**The metal 2 layer**

Cells faint in the background.
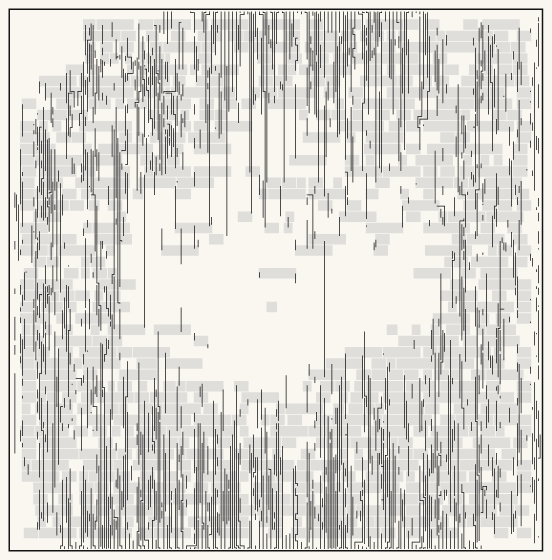
**Nets reached from selected ports**

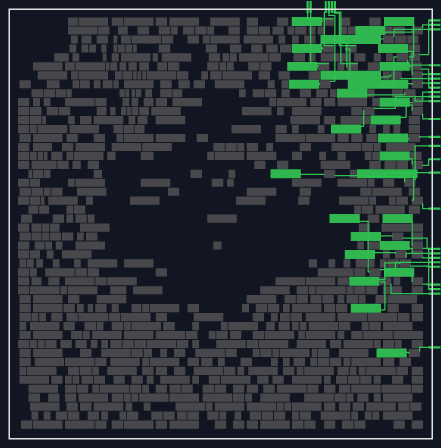
**M3 wires**

Bar = 50 µm.
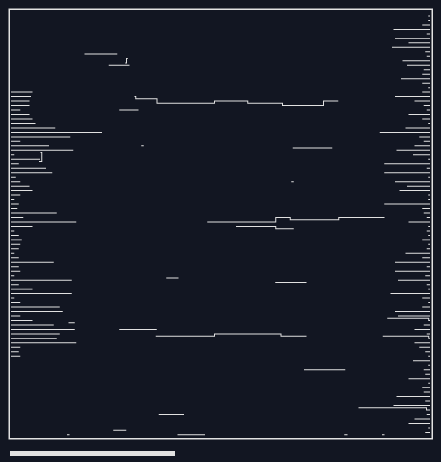
**Cell placement**

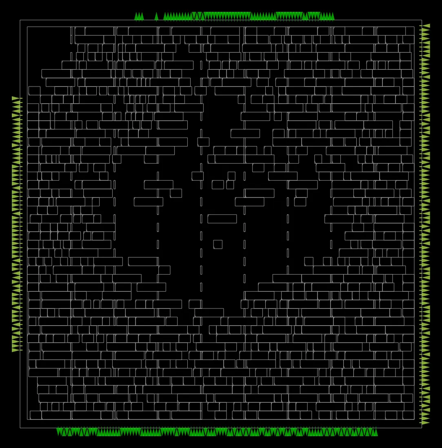
===== config.mk =====
export PLATFORM = sky130hd
export DESIGN_NAME = id_ex_stage
export DESIGN_NICKNAME = d
export VERILOG_FILES = /design/src/rtl/alu_pkg.sv /design/src/rtl/pipe_pkg.sv /design/src/rtl/load_use_detect.sv /design/src/rtl/id_ex_stage.sv
export SDC_FILE = /design/constraint.sdc
export NUM_CORES = 1
export LEC_CHECK = 0
export CAP_MARGIN = 0
export CORE_AREA = 2 2 126 128
export DETAILED_ROUTE_END_ITERATION = 10
export DIE_AREA = 0 0 128 130
export PLACE_DENSITY = 0.85
export SYNTH_ARGS = -nofsm -noshare
export SYNTH_HDL_FRONTEND = slang
export SYNTH_SLANG_ARGS = --single-unit

===== constraint.sdc =====
create_clock -name clk -period 13.4 [get_ports clk]
set_clock_uncertainty 0.2 [all_clocks]
set_input_delay 1.34 -clock clk [delete_from_list [all_inputs] [get_ports clk]]
set_output_delay 1.34 -clock clk [all_outputs]
set_load 0.01 [all_outputs]

===== src/rtl/alu_pkg.sv =====
// ALU operation codes shared by decode, ID/EX and the EX-stage ALU.
// ALU_ADD doubles as the neutral opcode carried by pipeline bubbles.
package alu_pkg;

    typedef enum logic [3:0] {
        ALU_ADD  = 4'd0,
        ALU_SUB  = 4'd1,
        ALU_AND  = 4'd2,
        ALU_OR   = 4'd3,
        ALU_XOR  = 4'd4,
        ALU_SLL  = 4'd5,
        ALU_SRL  = 4'd6,
        ALU_SRA  = 4'd7,
        ALU_SLT  = 4'd8,
        ALU_SLTU = 4'd9
    } alu_op_e;

endpackage


===== src/rtl/pipe_pkg.sv =====
// Pipeline-boundary types: the ID/EX control bundle and its bubble value.
// Register x0 is hard-wired zero and never a hazard source.
package pipe_pkg;

    typedef struct packed {
        logic       reg_write_en;
        logic       ALUSrc;
        logic       MemtoReg;
        logic       MemRead;
        logic       MemWrite;
        logic [3:0] alu_op;
    } id_ex_ctrl_t;

    localparam id_ex_ctrl_t CTRL_BUBBLE = '{
        reg_write_en: 1'b0,
        ALUSrc:       1'b0,
        MemtoReg:     1'b0,
        MemRead:      1'b0,
        MemWrite:     1'b0,
        alu_op:       alu_pkg::ALU_ADD
    };

    localparam logic [4:0] REG_X0 = 5'd0;

endpackage


===== src/rtl/load_use_detect.sv =====
// Load-use hazard: a load in EX whose rd is read by the instruction in ID.
// Purely combinational; flush gating is applied by the caller.
module load_use_detect
    import pipe_pkg::*;
(
    input  logic       id_valid,
    input  logic [4:0] id_rs1,
    input  logic [4:0] id_rs2,
    input  logic       id_uses_rs1,
    input  logic       id_uses_rs2,
    input  logic       ex_valid,
    input  logic       ex_MemRead,
    input  logic [4:0] ex_rd,
    output logic       hazard
);

    logic rs1_hit;
    logic rs2_hit;
    logic ex_load;

    assign ex_load = ex_valid & ex_MemRead & (ex_rd != REG_X0);
    assign rs1_hit = id_uses_rs1 & (id_rs1 == ex_rd);
    assign rs2_hit = id_uses_rs2 & (id_rs2 == ex_rd);
    assign hazard  = id_valid & ex_load & (rs1_hit | rs2_hit);

endmodule


===== src/rtl/id_ex_stage.sv =====
// ID/EX pipeline register with load-use stall, flush and a saturating
// stall-cycle counter.
module id_ex_stage
    import pipe_pkg::*;
#(
    parameter int XLEN  = 32,
    parameter int CNT_W = 16
) (
    input  logic             clk,
    input  logic             rst,
    input  logic             flush,
    input  logic             id_valid,
    input  logic [XLEN-1:0]  id_pc,
    input  logic [XLEN-1:0]  id_rs1_data,
    input  logic [XLEN-1:0]  id_rs2_data,
    input  logic [XLEN-1:0]  id_imm,
    input  logic [4:0]       id_rs1,
    input  logic [4:0]       id_rs2,
    input  logic [4:0]       id_rd,
    input  logic             id_uses_rs1,
    input  logic             id_uses_rs2,
    input  logic             reg_write_en,
    input  logic             ALUSrc,
    input  logic             MemtoReg,
    input  logic             MemRead,
    input  logic             MemWrite,
    input  logic [3:0]       alu_op,
    output logic             stall,
    output logic             ex_valid,
    output logic [XLEN-1:0]  ex_pc,
    output logic [XLEN-1:0]  ex_rs1_data,
    output logic [XLEN-1:0]  ex_rs2_data,
    output logic [XLEN-1:0]  ex_imm,
    output logic [4:0]       ex_rs1,
    output logic [4:0]       ex_rs2,
    output logic [4:0]       ex_rd,
    output logic             ex_reg_write_en,
    output logic             ex_ALUSrc,
    output logic             ex_MemtoReg,
    output logic             ex_MemRead,
    output logic             ex_MemWrite,
    output logic [3:0]       ex_alu_op,
    output logic [CNT_W-1:0] stall_count
);

    id_ex_ctrl_t ex_ctrl;
    id_ex_ctrl_t cap_ctrl;
    logic        hazard;
    logic        kill;

    load_use_detect u_load_use_detect (
        .id_valid    (id_valid),
        .id_rs1      (id_rs1),
        .id_rs2      (id_rs2),
        .id_uses_rs1 (id_uses_rs1),
        .id_uses_rs2 (id_uses_rs2),
        .ex_valid    (ex_valid),
        .ex_MemRead  (ex_ctrl.MemRead),
        .ex_rd       (ex_rd),
        .hazard      (hazard)
    );

    assign stall = hazard & ~flush;
    assign kill  = flush | hazard;

    // An empty ID slot still flows through, but may never write state.
    always_comb begin
        cap_ctrl = '{
            reg_write_en: reg_write_en,
            ALUSrc:       ALUSrc,
            MemtoReg:     MemtoReg,
            MemRead:      MemRead,
            MemWrite:     MemWrite,
            alu_op:       alu_op
        };
        if (!id_valid) begin
            cap_ctrl.reg_write_en = 1'b0;
            cap_ctrl.ALUSrc       = 1'b0;
            cap_ctrl.MemtoReg     = 1'b0;
            cap_ctrl.MemRead      = 1'b0;
            cap_ctrl.MemWrite     = 1'b0;
        end
    end

    always_ff @(posedge clk or posedge rst) begin
        if (rst) begin
            ex_valid    <= 1'b0;
            ex_pc       <= '0;
            ex_rs1_data <= '0;
            ex_rs2_data <= '0;
            ex_imm      <= '0;
            ex_rs1      <= REG_X0;
            ex_rs2      <= REG_X0;
            ex_rd       <= REG_X0;
            ex_ctrl     <= CTRL_BUBBLE;
        end else if (kill) begin
            ex_valid    <= 1'b0;
            ex_pc       <= '0;
            ex_rs1_data <= '0;
            ex_rs2_data <= '0;
            ex_imm      <= '0;
            ex_rs1      <= REG_X0;
            ex_rs2      <= REG_X0;
            ex_rd       <= REG_X0;
            ex_ctrl     <= CTRL_BUBBLE;
        end else begin
            ex_valid    <= id_valid;
            ex_pc       <= id_pc;
            ex_rs1_data <= id_rs1_data;
            ex_rs2_data <= id_rs2_data;
            ex_imm      <= id_imm;
            ex_rs1      <= id_rs1;
            ex_rs2      <= id_rs2;
            ex_rd       <= id_rd;
            ex_ctrl     <= cap_ctrl;
        end
    end

    always_ff @(posedge clk or posedge rst) begin
        if (rst) begin
            stall_count <= '0;
        end else if (stall && (stall_count != '1)) begin
            stall_count <= stall_count + {{(CNT_W-1){1'b0}}, 1'b1};
        end
    end

    assign ex_reg_write_en = ex_ctrl.reg_write_en;
    assign ex_ALUSrc       = ex_ctrl.ALUSrc;
    assign ex_MemtoReg     = ex_ctrl.MemtoReg;
    assign ex_MemRead      = ex_ctrl.MemRead;
    assign ex_MemWrite     = ex_ctrl.MemWrite;
    assign ex_alu_op       = ex_ctrl.alu_op;

endmodule


==> Implementation_results.wiki <==
== Metrics ==
{| class="wikitable"
! Metric !! Value
|-
| Result of the run || complete, no violations
|-
| Register Area || roughly 0.0042 mm²
|-
| Most numerous logic cells after layout || 327 x sky130_fd_sc_hd__clkdlybuf4s50_1, 169 x sky130_fd_sc_hd__dfrtp_1, 152 x sky130_fd_sc_hd__and2_1
|-
| Post-synth tally of flip-flops with integrated enable || 0
|-
| RSZ-0062 raised after global routing || no
|-
| Most frequent cells after synthesis || 169 x sky130_fd_sc_hd__dfrtp_1, 152 x sky130_fd_sc_hd__and2_1, 25 x sky130_fd_sc_hd__xnor2_1, 15 x sky130_fd_sc_hd__nand4_1, 11 x sky130_fd_sc_hd__buf_6
|-
| Core footprint || ~0.015 mm²
|-
| WS Path Type || in2out
|-
| XOR/XNOR Fraction of Synth Area || 0.0369
|-
| Pin count of the biggest net entering global routing || 90
|-
| FA/HA/MAJ Cells, Area Fraction || 0.00211
|-
| Setup Fix Bufs, Post-CTS || 0
|-
| Net total in the final layout || a little over 900
|-
| Max-Cap Viols || 0
|-
| CTS buffer count || 17
|-
| Cells resized by post-CTS repair || 0
|-
| Warning total across the stage logs || 26
|-
| Syn-to-layout area delta || 66.5%
|-
| Vias in the first global route || ~4400
|-
| Most frequent CP cell || sky130_fd_sc_hd__clkdlybuf4s50_1
|-
| Area fraction in and, or, nand and nor cells after synthesis || 0.204
|-
| Global-route usage over all layers || 0.196
|-
| Core Rows || ~46
|-
| Antenna Nets Post-Route || 0
|-
| Total number of yosys warnings || 0
|-
| Critical path cell sequence || clkdlybuf4s50_1 -> xnor2_1 -> nand4_1 -> o22ai_1 -> nand2_1 -> nor2_1 -> clkdlybuf4s50_1
|-
| Fillers || roughly 1200
|-
| Count of different cell masters after synthesis || 27
|-
| Most common cell in the netlist || sky130_fd_sc_hd__dfrtp_1
|-
| Clock tree sinks || 169
|-
| Fraction of final layout cells sized beyond drive strength 1 || 0.0508
|-
| Total negative slack || 0 ps
|-
| Yosys cell count || approximately 420
|-
| Post-route design area || between 0.009 and 0.01 mm²
|-
| Global-route wire length before repair || around 24000 µm
|-
| Arrival time worst endpoint || between 3000 and 4000 ps
|-
| Share of the clock period used by the worst path after layout || 0.359
|-
| Final routed wire length divided by cell count || between 15 and 20 µm
|-
| Leak || approximately 0.0043 µW
|-
| Maximum resistive drop on vdd || 0.0743 mV
|-
| Buffers plus inverters on the worst setup path || 2
|-
| Number of top-level pins || about 330
|-
| Core utilization at floorplan || 0.385
|-
| Worst stage delay on the critical path || between 500 and 600 ps
|-
| Number of hold violations in the final report || 0
|-
| AND-OR/OR-AND Cells, Area Fraction || 0.0127
|-
| Power density over the cells || roughly 120 mW/mm²
|-
| Clock tree from TritonCTS || done
|-
| Slew headroom || 0.328
|-
| Overall routed net length || roughly 16000 µm
|-
| Number of buffers added to fix hold violations after cts || 0
|-
| # diodes || 0
|-
| Number of buffer cells added on primary ports || ~330
|-
| Die width || between 100 and 150 µm
|-
| GPL Wtd Cong || 0.789
|-
| Via count of the routed design || about 4300
|-
| Post-layout minimum cycle time || between 4000 and 5000 ps
|-
| Cell Area, Placed || 0.00931 mm²
|-
| Clock input transition at the sequential cells of the worst setup and hold paths || around 70 ps
|-
| Largest family of logic cells by area || simple AND/OR/NAND/NOR gates
|-
| DRC viols || 0
|-
| Setup Viol. Count Final || 0
|-
| Initial DRC count || 154
|-
| Maximum buffer depth of the clock tree || 2
|-
| Most common library cell in the layout ignoring fill and taps || sky130_fd_sc_hd__clkdlybuf4s50_1
|}
-- 'the metal 2 layer' (at the start) --
nets with wire on the layer: 768
longest straight run: 49.0 µm
share of all routed wire: 53%
wire length on this layer: 8590 µm

-- 'nets reached from selected ports' (at the start) --
legend:
  ex_rs1_data:
    colour: green
    bits: 32
    direction: output
    edge: 26 right, 6 top
    end_cells: 32
    buffers: 32
    wire: 535 µm

-- 'M3 wires' (at the start) --
wire length on this layer: 1150 µm
main direction: horizontal
nets with wire on the layer: 166

-- 'cell placement' (at the start) --
Final Non-Filler Cells: 959
final core utilization: 0.640
Seq area share: 0.428

-- through the flow --
stage	setup slack, ps	util	power [µW]
3_3_place_gp	8580	0.603	695
4_1_cts	8560	0.640	1170
6_report	8590	0.640	1160
3_5_place_dp	8580	0.603	699
5_1_grt	8440	0.640	1210
2_1_floorplan	7280	-	597
-- per-layer routing --
metal,track usage,vias to the layer above,share of wire
met3,0.0685,15,0.070
met2,0.342,194,0.53
met4,0.0621,0,0.014
met5,0,-,0
met1,0.229,2052,0.39
li1,-,2005,-
-- worst paths after layout --
kind                                       from              end  slack, ps
max in group asynchronous                   rst  ex_rs2_data[30]      10200
worst min-delay path            stall_count[10]  stall_count[10]        310
worst max-delay path                  id_rs2[1]            stall       8590
worst min register to register  stall_count[10]  stall_count[10]        310
min in group asynchronous                   rst        ex_pc[12]       1250
worst max register to register         ex_rd[3]        ex_rs2[2]      10130
-- sequential cells by signal (all words and copies together), names as in the netlist --
signal           cells
ex_imm              32
ex_MemRead           1
ex_reg_write_en      1
ex_rs2_data         32
ex_MemtoReg          1
ex_rs1               5
ex_valid             1
ex_pc               32
ex_rd                5
ex_MemWrite          1
stall_count         16
ex_rs2               5
ex_ALUSrc            1
ex_rs1_data         32
ex_alu_op            4
-- layout make-up --
cell class,count,share of cell area
Clock inverter,14,0.0134
Multi-Input combinational cell,233,0.155
Tap cell,192,0.0243
Clock buffer,18,0.0445
Inverter,3,0.00165
Sequential cell,169,0.428
Timing Repair Buffer,330,0.334
-- cell families (layout without fill, tap and decap cells) --
family,after synthesis,count (layout)
buf+inv,21,365
xor+xnor,25,25
simple gates,199,199
mux,1,1
flops,169,169
compound gates,7,7
fa+ha+maj,1,1
-- power by group --
group	internal, µW	switching [µW]	leakage (µW)
Clock	264	209	0.000268
Combinational	92.7	53.3	0.00180
Sequential	533	7.74	0.00220
Total	890	270	0.00427
No activity file was given, so power comes from the tool's default toggle rates.
